==> config.mk <==
export PLATFORM = sky130hd
export DESIGN_NAME = mpsoc_gpio_debouncer_flat
export DESIGN_NICKNAME = d
export VERILOG_FILES = /design/src/rtl/mpsoc_gpio_debouncer_if.sv /design/src/rtl/mpsoc_gpio_debouncer.sv /design/src/flat_wrapper.sv
export SDC_FILE = /design/constraint.sdc
export NUM_CORES = 1
export LEC_CHECK = 0
export CORE_UTILIZATION = 35
export DETAILED_ROUTE_END_ITERATION = 10
export PLACE_DENSITY = 0.53
export SLEW_MARGIN = 20
export SYNTH_ARGS = -nofsm -noshare
export SYNTH_HDL_FRONTEND = slang
export SYNTH_SLANG_ARGS = --single-unit
==> constraint.sdc <==
create_clock -name wb_clk_i -period 20 [get_ports wb_clk_i]
set_input_delay 4 -clock wb_clk_i [delete_from_list [all_inputs] [get_ports wb_clk_i]]
set_output_delay 4 -clock wb_clk_i [all_outputs]
set_load 0.05 [all_outputs]
Fig. 1: run 1, wiring heat map
Scale bar: 50 um. The die is cut into 39 by 39 equal tiles; black is low, pale yellow is high, scaled to the fullest tile. Values are wire area over tile area, all layers added.
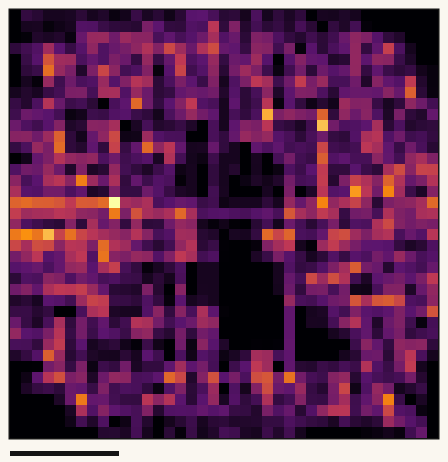
densest ninth of the die = left middle
mean over tiles = 0.099
emptiest ninth of the die = middle
final WL: 23900 um
DR WL/cell: 13.3 um
Total GRT Usage: 12.9%
via count: 7957

Fig. 2: run 1, sequential cells grouped by signal name
Other sequential cells in the stronger gray, the rest of the logic in the fainter gray.
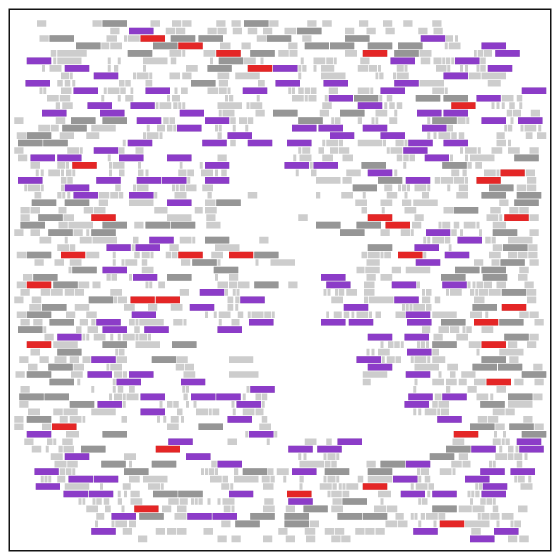
red -> `u_core.gpio.rise_o`  # sequential cells 32, where widely spread
purple -> `u_core.g_bit.cnt_q`  # sequential cells 160, where widely spread
not colored = 129
proportion of cell area occupied by registers: 47.9%
sequential power: 0.718 mW
Core Util, Final: 45.3%

Fig. 3: run 1, close-up of the layout
Scale bar: 20 um. Region (24, 24) to (74, 74) um. Cells in gray, sequential cells in the stronger gray; small squares are vias.
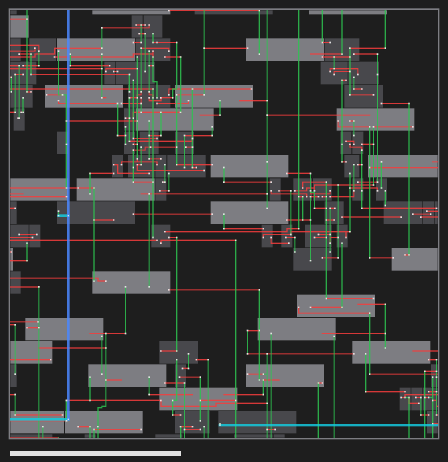
blue -> met4
red -> met1
green -> met2
cyan -> met3
cells with their middle in the window = 74
sequential cells in the window = 23
most frequent = dfrtp_1 (23), nor2_1 (11), inv_1 (8)

Fig. 4: run 1, placement view
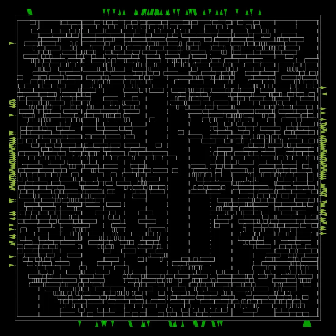
row count: 70
Non-Filler Instances: 1791

==> Slide: Implementation Results, run 1 <==
Implementation Results

Floorplan
  – Die Area: 38700 um2
  – I/O pin count: approximately 160
  – Floorplan core area: between 30000 and 40000 um2
  – Horiz. Die Dim: between 150 and 200 um

Logic synthesis
  – Register bit count reported by yosys: between 300 and 400
  – Area leader share: between 60% and 70%
  – Yosys warns: 0
  – Top cell type by total area after synthesis: dfrtp_1
  – MUX area fraction: roughly 5.3%
  – Top comb family, area: simple AND/OR/NAND/NOR gates
  – Synth Area per Inst: about 13 um2
  – Yosys aoi share: under 10%
  – Synth Seq Share: about 61%

Route
  – DRT iter0 DRCs: between 200 and 250

Final timing
  – Max Fclk: 164 MHz
  – Fin crit period: around 6.1 ns
  – Clock Skews: around 0.0095 ns
  – Fin. Hold Viols: 0
  – Setup TNS Final: 0 ns
  – Final period util: 30.5%
  – Setup WS post-layout: between 10 and 15 ns
  – Worst-margin pin slew: between 0.8 and 0.9 ns
  – RSZ-0062 raised after global routing: no

Cells and area
  – Final Cell Area: roughly 17000 um2
  – Most frequent logic cell in the layout: dfrtp_1
  – Register area: 8030 um2
  – Max-area cell class: sequential cells
  – Nonclk buf count: 165
  – Clock-cell share: under 10%
  – Non-clock inverters: ~97
  – MI comb cells: about 640
  – Diodes inserted: 0
  – Number of flip-flops in the largest register: 160

CTS
  – Latency at later pin: about 0.5 ns
  – Hold buffer count at cts: 0
  – Post-CTS Setup Bufs: 0
  – Post-CTS Resized: 0
  – Clock Tree Root: clkbuf_16
  – Clock Path Buffers: 3

Placed design
  – Place WS: 12.84 ns
  – Dpl hpwl: 16300 um

Worst setup path
  – WS Path Type: in2async
  – Reg2reg path depth: 10
  – CP arrival: ~6.7 ns
  – Crit start category: primary input
  – Max Fanout on Critical Path: approximately 110
  – Crit end category: asynchronous set/reset pin
  – WP data required: about 20 ns

GRT
  – Largest net degree at the start of global routing: approximately 120
  – Vias in the first global route: around 8400
  – First-pass GRT wire length: 40500 um

Run status
  – Outcome: completed

Power
  – P_leak: 7.98 nW
  – Switching Power: about 0.43 mW
  – Logic gate share of total power: between 10 and 15%
  – Pwr/cell area: 95.9 nW/um2
  – Sw Ratio: 26.8%

Worst hold path
  – Hold Path Stages: 0
-- run 1: per-stage QoR --
stage | hold slack, ns | total power, mW
2_1_floorplan | 0.331 | 0.871
3_3_place_gp | 0.332 | 0.956
3_5_place_dp | 0.335 | 0.957
4_1_cts | 0.339 | 1.64
5_1_grt | 0.349 | 1.69
6_report | 0.339 | 1.61
-- run 1: worst max-delay path, stage by stage --
cell	delay [ns]
clkdlybuf4s50_1	0.49
inv_8	0.59
buf_4	0.80
buf_6	0.63
-- run 1: cell usage after synthesis --
library cell / n
a2111o_1: 1
a211o_1: 1
a31oi_1: 31
and3_1: 31
and3_2: 2
and4_4: 7
dfrtp_1: 321
ha_1: 128
inv_1: 97
mux2_1: 1
mux2_2: 24
mux2_4: 7
mux2i_1: 32
nand2_1: 41
nand2b_1: 8
nand3_1: 24
nand4_1: 36
nor2_1: 157
nor3_1: 8
nor3b_1: 20
nor4_1: 2
or3_4: 7
or4_4: 7
xnor2_1: 40
xor2_1: 24
-- run 1: cell families after synthesis --
kind of cell | Yosys count
AOI/OAI and AO/OA | 33
adders and majority gates | 128
muxes | 64
buffers and inverters | 97
and+or+nand+nor | 350
DFF | 321
xor gates and xnor gates | 64
-- run 1: power groups by stage --
stage                     Clock (mW)  Sequential, mW  Combinational [mW]
after floorplan                    0           0.794              0.0767
after global placement             0           0.729               0.226
after detailed placement           0           0.730               0.227
after CTS                      0.696           0.719               0.228
after global routing           0.721           0.724               0.245
final                          0.667           0.718               0.222
-- run 1: per-layer routing --
| layer | track usage [%] | routed length, um |
|---|---|---|
| met1 | 17.3 | 11400 |
| met2 | 20.1 | 10500 |
| met3 | 3.58 | 1390 |
| met4 | 4.36 | 639 |
| met5 | 0 | 0 |
Fig. 5: run 1, cells colored by class
Fill, decap, tap and diode cells in gray.
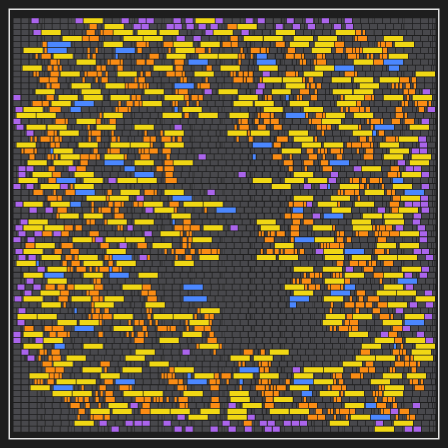

--- run 2 (diff from run 1) ---
==> constraint.sdc (replaced) <==
create_clock -name wb_clk_i -period 6.2 [get_ports wb_clk_i]
set_input_delay 1.24 -clock wb_clk_i [delete_from_list [all_inputs] [get_ports wb_clk_i]]
set_output_delay 1.24 -clock wb_clk_i [all_outputs]
set_load 0.05 [all_outputs]
Fig. 6: run 2, cells colored by class
Fill, decap, tap and diode cells in gray.
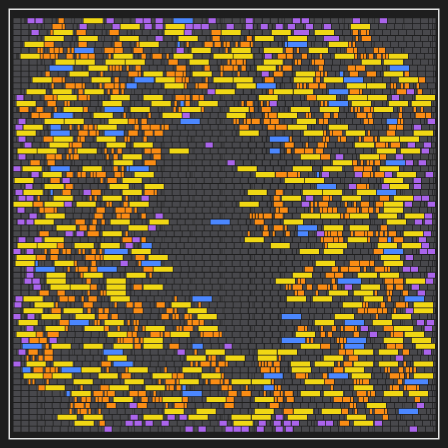
yellow -> flip-flops  # cells 321, share of their area 49%
blue -> clock drivers and dummy loads  # cells 66, share of their area 8.3%
purple -> other buffers and delay cells  # cells 164, share of their area 10%
orange -> all other logic  # cells 736, share of their area 32%
Core Util, Final: 45.8%
Final Cell Area: 16900 um2

==> Slide: Implementation Results, run 2 <==
Implementation Results

Logic synthesis
  – Yosys warns: 0
  – Post-synth top cells: dfrtp_1 (321), nor2_1 (157), ha_1 (128)
  – Area leader share: 60.5%
  – Register bit count reported by yosys: 321
  – Top_reg_cell synth: dfrtp_1
  – Area contributors post-synth: dfrtp_1 (61%), ha_1 (12%), nor2_1 (4.4%), inv_1 (2.7%), xnor2_1 (2.6%)
  – Count of library flops with an enable pin: 0
  – Yosys top cell by instances: dfrtp_1
  – Yosys Instances: about 1100
  – Synth Seq Share: between 60% and 70%
  – Synthesized Nets: roughly 1300
  – Yosys chip area: approximately 13000 um2
  – Top cell type by total area after synthesis: dfrtp_1
  – Async SR Flop Fraction: 100%
  – Synth Area per Inst: approximately 13 um2

CTS
  – Post-CTS Resized: 0
  – Post-CTS Setup Bufs: 0
  – Clock Tree Root: clkbuf_16
  – Hold buffer count at cts: 0
  – CTS tree: built
  – Clock Path Buffers: 3
  – TritonCTS Sinks: about 320
  – Clk slew on worst S/H paths: ~0.06 ns
  – Latency at later pin: between 0.5 and 0.6 ns

Cells and area
  – Fillers: roughly 3400
  – Number of flip-flops in the largest register: between 150 and 200
  – Non-Filler Instances: between 1500 and 2000
  – Most numerous logic cells after layout: dfrtp_1 (321), clkdlybuf4s50_1 (162), nor2_1 (157), ha_1 (128), inv_1 (96)
  – Most frequent logic cell in the layout: dfrtp_1

GRT
  – First-pass GRT wire length: 39300 um
  – Total GRT Usage: roughly 13%
  – Vias in the first global route: approximately 8000
  – Initial antenna violation count: 0
  – Largest net degree at the start of global routing: approximately 170

Floorplan
  – Horiz. Die Dim: 197 um
  – Die Area: 38700 um2
  – Row count: ~70
  – I/O pin count: roughly 160
  – Die Height: a little under 200 um
  – Floorplan core area: between 30000 and 40000 um2

Route
  – Antenna Violating Nets Remaining: 0
  – DR WL/cell: 13.2 um
  – Via count: between 7000 and 8000
  – DRT iter0 DRCs: just under 300
  – DRT Pass-1 Iters: 4
  – Final WL: ~24000 um

Placed design
  – Port buffer count: 162
  – Dpl hpwl: roughly 16000 um
  – Placement-stage cell area: roughly 16000 um2
  – Final RePlAce weighted congestion: ~0.72
  – Place WS: ~2.2 ns

Power
  – P_leak: approximately 8 nW
  – Logic gate share of total power: roughly an eighth
  – Switching Power: 1.41 mW
  – Power, Total: 5.40 mW
  – Sw Ratio: between 20% and 30%
  – Pwr/cell area: about 320 nW/um2

Final timing
  – Setup TNS Final: 0 ns
  – Clock Skews: 0.0109 ns
  – Worst-margin pin slew: approximately 0.98 ns
  – Final period util: a little under three fifths
  – Hold_ws: ~0.35 ns
  – Relative max-transition margin: around 34%
  – Fin. Hold Viols: 0
  – Setup WS post-layout: approximately 2.7 ns
  – Fin crit period: around 3.5 ns
  – Max Fclk: 288 MHz
  – RSZ-0062 raised after global routing: no

Worst setup path
  – Crit end category: register
  – Reg2reg path depth: 10
  – CP arrival: 3.85 ns
  – WS Path Type: in2reg
  – Crit start category: primary input
  – WP data required: 6.59 ns
  – Max Fanout on Critical Path: 3

Run status
  – Outcome: completed

Worst hold path
  – HP Class: reg2reg
  – Hold Path Stages: 0

Run
  – OpenROAD warning count: around 64
Fig. 7: run 2, sequential cells grouped by signal name
Other sequential cells in the stronger gray, the rest of the logic in the fainter gray.
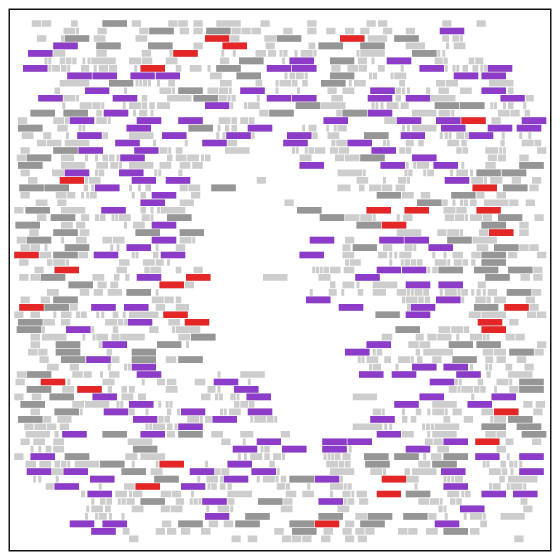
purple -> `u_core.g_bit.cnt_q`  # sequential cells 160, where widely spread
red -> `u_core.gpio.rise_o`  # sequential cells 32, where widely spread
sequential power: 2.32 mW
proportion of cell area occupied by registers: 47.5%
register area: 8030 um2

run 2: cell count changes in the layout (fill, tap and decap cells not counted):
cell / previous run / this run
clkinvlp_4: 0 / 1
buf_12: 0 / 2
clkbuf_16: 37 / 41
buf_6: 1 / 0
clkinv_2: 6 / 5
clkbuf_8: 11 / 8
clkbuf_1: 8 / 6
bufinv_16: 2 / 5
diode_2: 0 / 1
buf_4: 2 / 0
inv_6: 1 / 0
run 2: area by class of cell:
type                    count  area (um2)  area share, %
repair buffers            164        1660           9.83
multi-input cells         639        4870           28.8
clock buffers              55        1160           6.85
flip-flops and latches    321        8030           47.5
inverters                  97         368           2.18
clock inverters            11         186           1.10
diodes                      1        2.50         0.0148
well taps                 504         631           3.73
run 2: layer usage:
metal	global-route usage, %	part of all wire (%)	vias up
li1	-	-	3976
met1	17.2	48	3782
met2	18.8	43	151
met3	4.79	6.8	40
met4	4.16	2.1	0
met5	0	0	-
run 2: logic make-up after synthesis:
logic type      share of synthesized area [%]
mux                                      5.33
xor+xnor                                 4.23
flops                                    60.5
fa+ha+maj                                12.1
simple gates                             13.5
buf+inv                                  2.74
compound gates                           1.61
run 2: worst max-delay path, cell delays in order:
cell,delay (ns)
clkdlybuf4s50_1,0.46
nor3b_1,0.34
nand2_1,0.17
mux2_2,0.32
ha_1,0.29
nand4_1,0.18
nor4_1,0.73
nand2_1,0.12
run 2: power by group through the flow:
stage | sequential (mW) | clock, mW | combinational (mW)
6_report | 2.32 | 2.36 | 0.718
3_5_place_dp | 2.36 | 0 | 0.730
4_1_cts | 2.32 | 2.46 | 0.735
5_1_grt | 2.34 | 2.55 | 0.788
3_3_place_gp | 2.35 | 0 | 0.729
2_1_floorplan | 2.56 | 0 | 0.248
Power and IR drop assume default switching activity.
